### config.mk
export PLATFORM = sky130hd
export DESIGN_NAME = vector_xing_stager
export DESIGN_NICKNAME = d
export VERILOG_FILES = /design/src/rtl/vector_xing_stager.sv
export SDC_FILE = /design/constraint.sdc
export NUM_CORES = 1
export LEC_CHECK = 0
export CORE_MARGIN = 2
export CORE_UTILIZATION = 46
export CTS_CLUSTER_DIAMETER = 60
export CTS_CLUSTER_SIZE = 24
export DETAILED_ROUTE_END_ITERATION = 7
export GPL_TIMING_DRIVEN = 0
export PLACE_DENSITY = 0.86
export SLEW_MARGIN = 5
export SYNTH_ARGS = -nofsm -noshare
export SYNTH_HDL_FRONTEND = slang
export SYNTH_SLANG_ARGS = --single-unit
export TNS_END_PERCENT = 1
### constraint.sdc
create_clock -name iclk -period 3.2 [get_ports iclk]
set_input_delay 0.48 -clock iclk [delete_from_list [all_inputs] [get_ports iclk]]
set_output_delay 0.48 -clock iclk [all_outputs]
set_load 0.005 [all_outputs]
### src/rtl/vector_xing_stager.sv
// Builds a wide vector from 32-bit word writes and stages committed snapshots
// for the clock-domain crossing. Commits made while busy are coalesced.
module vector_xing_stager #(
    parameter int unsigned DATA_WIDTH  = 128,
    parameter bit          AUTO_COMMIT = 1'b0,
    localparam int unsigned NUM_WORDS  = DATA_WIDTH / 32,
    localparam int unsigned AW         = (NUM_WORDS > 1) ? $clog2(NUM_WORDS) : 1
) (
    input  logic                  iclk,
    input  logic                  ireset,
    input  logic                  wr_en,
    input  logic [AW-1:0]         wr_addr,
    input  logic [31:0]           wr_data,
    input  logic [3:0]            wr_strb,
    input  logic                  commit,
    input  logic                  xready,
    output logic                  xpush,
    output logic [DATA_WIDTH-1:0] xdata,
    output logic                  pending,
    output logic [15:0]           push_count,
    output logic [15:0]           coalesce_count,
    input  logic                  clear_stats
);

    logic [31:0] shadow_q    [NUM_WORDS];
    logic [31:0] shadow_next [NUM_WORDS];
    logic [31:0] staged_q    [NUM_WORDS];
    logic        commit_eff;
    logic        coalesce;

    // Merge the current-cycle write; unmatched (out-of-range) addresses hit no word.
    always_comb begin
        for (int unsigned w = 0; w < NUM_WORDS; w++) begin
            shadow_next[w] = shadow_q[w];
            if (wr_en && (wr_addr == AW'(w))) begin
                for (int unsigned b = 0; b < 4; b++) begin
                    if (wr_strb[b]) begin
                        shadow_next[w][8*b +: 8] = wr_data[8*b +: 8];
                    end
                end
            end
        end
    end

    assign commit_eff = commit | (AUTO_COMMIT & wr_en & (wr_addr == AW'(NUM_WORDS - 1)));
    assign xpush      = pending & xready & ~ireset;
    assign coalesce   = commit_eff & pending & ~xpush;

    for (genvar g = 0; g < NUM_WORDS; g++) begin : g_xdata
        assign xdata[32*g +: 32] = staged_q[g];
    end

    // Shadow, staged snapshot, pending flag and statistics.
    always_ff @(posedge iclk) begin
        if (ireset) begin
            for (int unsigned w = 0; w < NUM_WORDS; w++) begin
                shadow_q[w] <= 32'd0;
                staged_q[w] <= 32'd0;
            end
            pending        <= 1'b0;
            push_count     <= 16'd0;
            coalesce_count <= 16'd0;
        end else begin
            for (int unsigned w = 0; w < NUM_WORDS; w++) begin
                shadow_q[w] <= shadow_next[w];
                if (commit_eff) begin
                    staged_q[w] <= shadow_next[w];
                end
            end

            if (commit_eff) begin
                pending <= 1'b1;
            end else if (xpush) begin
                pending <= 1'b0;
            end

            if (clear_stats) begin
                push_count     <= 16'd0;
                coalesce_count <= 16'd0;
            end else begin
                if (xpush) begin
                    push_count <= push_count + 16'd1;
                end
                if (coalesce && (coalesce_count != 16'hFFFF)) begin
                    coalesce_count <= coalesce_count + 16'd1;
                end
            end
        end
    end

endmodule

met1.png
Bar = 50 microns. Supply wires on this layer in grey.
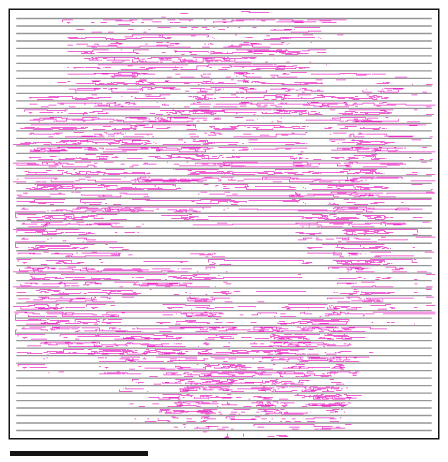
longest straight run = 38.2 microns
nets with wire on the layer = 1082
share of all routed wire = 42%
main direction = horizontal

zoom.png
Bar = 10 microns. Window x 97 to 137, y 19 to 59 microns. Cells in grey, sequential cells in the stronger grey; small squares are vias.
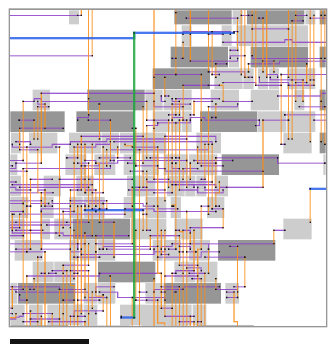
met4 -> green
met1 -> purple
met3 -> blue
met2 -> orange
most frequent = dfxtp_1 (15), nor2_1 (9), nand2_1 (8)
sequential cells in the window = 15
cells with their middle in the window = 97
netlist names of flops here include = coalesce_count (11), shadow_q (4)

==> impl_metrics.yaml <==
# physical design summary
die:
  io-pin-count: 206
  fp.dieH_microns: 155.4
  die_area_sq_um: 24150
  fp-row-count: 55
  fp_util_pct: 46.72
  fp.dieW_microns: 155.4
  taps: 285
critical_path:
  max_stage_delay_ns: 0.63
  critical_path.cell_chain: "clkdlybuf4s50_1, clkbuf_1, clkbuf_1, or2_4, buf_16"
  slowest_stage: "clkdlybuf4s50_1"
  cp-start-kind: "input port"
  cp.required_ns: 3.39
  cp_top_family: "buffers and inverters"
  cp.arrival_ns: 2.90
  crit_top_cell: "clkbuf_1"
  worstSetupPathType: "in2reg"
  crit_fanout: 62
  cp-end-kind: "register"
clocking:
  postCtsSetupRepairBufs: 0
  clock_sinks: 289
  clockBufferDepth: 3
  numCtsBuffers: 18
  ctsHoldBuffers: 0
  clockRootBuffer: "clkbuf_16"
  tritoncts: "built"
  cts_resized: 0
  clock_latency_ns: 0.52
  cts_htree_levels: 1
sta:
  finalSetupViolations: 0
  rsz0062_at_grt: "false"
  final_max_slew_viol_count: 0
  fin_skew_ns: 0.03709
  hold_violations: 0
  finalCritPeriodShare_pct: 84.81
  fin_crit_ns: 2.714
  fmax_mhz: 368.5
  holdWs_ns: 0.4939
  tightest_slew_ns: 0.6847
  slew_headroom_pct: 54.35
run:
  drv_cap: 0
  warning_count: 26
power:
  finalPower_uw: 6925
  p_leak_uw: 0.005469
  powerDensity_nw_per_um2: 509.5
  ir_drop_mv: 0.3904
synth:
  yosys.area_share.simple_pct: 15.58
  topCellsByArea: "edfxtp_1, dfxtp_1, mux2i_1, nor2_1, clkbuf_1"
  yosys_warnings: 0
  synth.most_common_cell: "nor2_1"
  ys_seq_share_pct: 67.01
  edf_count: 128
  largest_area_cell: "edfxtp_1"
  synth-seq-cells: 289
  ff_type: "dfxtp_1"
  yosysTopAreaCellShare_pct: 36.45
  top_logic_kind: "simple AND/OR/NAND/NOR gates"
  ys_sh_mux_pct: 12.72
  avgSynthCellArea_sq_um: 11.89
  netlist_instances: 887
  top_cells_by_count: "nor2_1, dfxtp_1, mux2i_1"
  synth-adder-area-share_pct: 0.2373
  ys_sh_xor_pct: 0.6645
  synth-compound-area-share_pct: 2.053
  synth_nets: 933
  synth-async-reset-ratio_pct: 0
  syn-cell-area_sq_um: 10550
route:
  wl_met2_microns: 12110
  vias_per_cell: 5.209
  antenna_left: 0
  dr.pass1.iters: 5
  dr.max_layer_used: "met5"
  routedWlPerCell_microns: 17.99
  wl_met1_microns: 10750
  dr_wl_met3_microns: 1867
  wirelength_microns: 25430
  drt-initial-drc-count: 456
  vias: 7360
final_layout:
  final_nets: 1160
  buffers_excl_clock: 248
  n_all_inverters: 6
  fin_cells: 1413
  clkbuf_count: 23
  syn2layout_area_growth_pct: 28.90
  comb_share_pct: 24.26
  n_antenna_cell: 2
  seq_cells: 289
  bufAreaShareNonClock_pct: 16.68
  regArea_sq_um: 7067
  largest_class: "flip-flops and latches"
  drive_gt1_share_pct: 3.819
  seq_share_pct: 51.99
  comb_cells: 551
  final-clk-cell-share_pct: 4.243
  logic_area_sq_um: 3298
grt:
  grt.overflow.total: 0
  grt_pass1_vias: 7044
  grt_max_degree: 63
  antenna_found_initial: 3
place:
  place_congestion: 0.8474
  dpl.hpwl_microns: 17700
  port_buffers: 205
  place_inst: 1379
run_status:
  status: "completed"
worst_hold_path:
  hp-class: "reg2reg"
## flip-flops by register name, indices dropped and copies added, names as in the netlist
register	count
coalesce_count	16
pending	1
push_count	16
shadow_q	128
staged_q	128
## final timing paths
kind	startpoint	to	slack [ns]	cells past startpoint
hold reg to reg	push_count[15]$_SDFFE_PP0P_	push_count[15]$_SDFFE_PP0P_	0.49	2
setup / recovery	ireset	staged_q[2][12]$_SDFFCE_PN0P_	0.49	5
setup reg to reg	pending$_SDFFE_PP0P_	coalesce_count[7]$_SDFFE_PP0P_	1.37	5
hold / removal	push_count[15]$_SDFFE_PP0P_	push_count[15]$_SDFFE_PP0P_	0.49	2
## per-layer routing
metal / up-vias / GRT usage [%]
li1: 3531 / -
met1: 3540 / 27.31
met2: 238 / 33.59
met3: 49 / 4.485
met4: 2 / 5.854
met5: - / 0
## tightest hold or removal path, delay by kind of cell, from the launching register on
family,cells,cell delay (ns)
flip-flops,1,0.33
AND-OR/OR-AND,2,0.13
## cells in the final DEF, fill, tap and decap left out, drive strengths merged, types with 7 or more instances in the layout
cell           count
nor2             267
clkdlybuf4s50    205
dfxtp            161
mux2i            134
edfxtp           128
clkbuf            59
nand2             31
a21oi             15
or3               14
nand4             10
nand3              9
inv                9
or4                8
and2               7
xor2               7
o31ai              7
buf                7
## metrics by stage
stage	utilization (%)	setup slack [ns]	instance area (sq um)	setup TNS (ns)
2_1_floorplan	-	0.1376	10550	0
3_3_place_gp	57.39	-1.776	12950	-226.17
3_5_place_dp	57.64	-0.07088	13010	-6.031
4_1_cts	60.20	0.4323	13590	0
5_1_grt	60.21	0.3126	13590	0
6_report	60.22	0.4861	13590	0
## where the power goes
part           leakage, uW  internal (uW)  switching (uW)
sequential         0.00273           3960            42.4
combinational      0.00246            256             268
clock             0.000278           1100            1290
Power figures rest on the tool's default switching activity, not on a simulated workload.
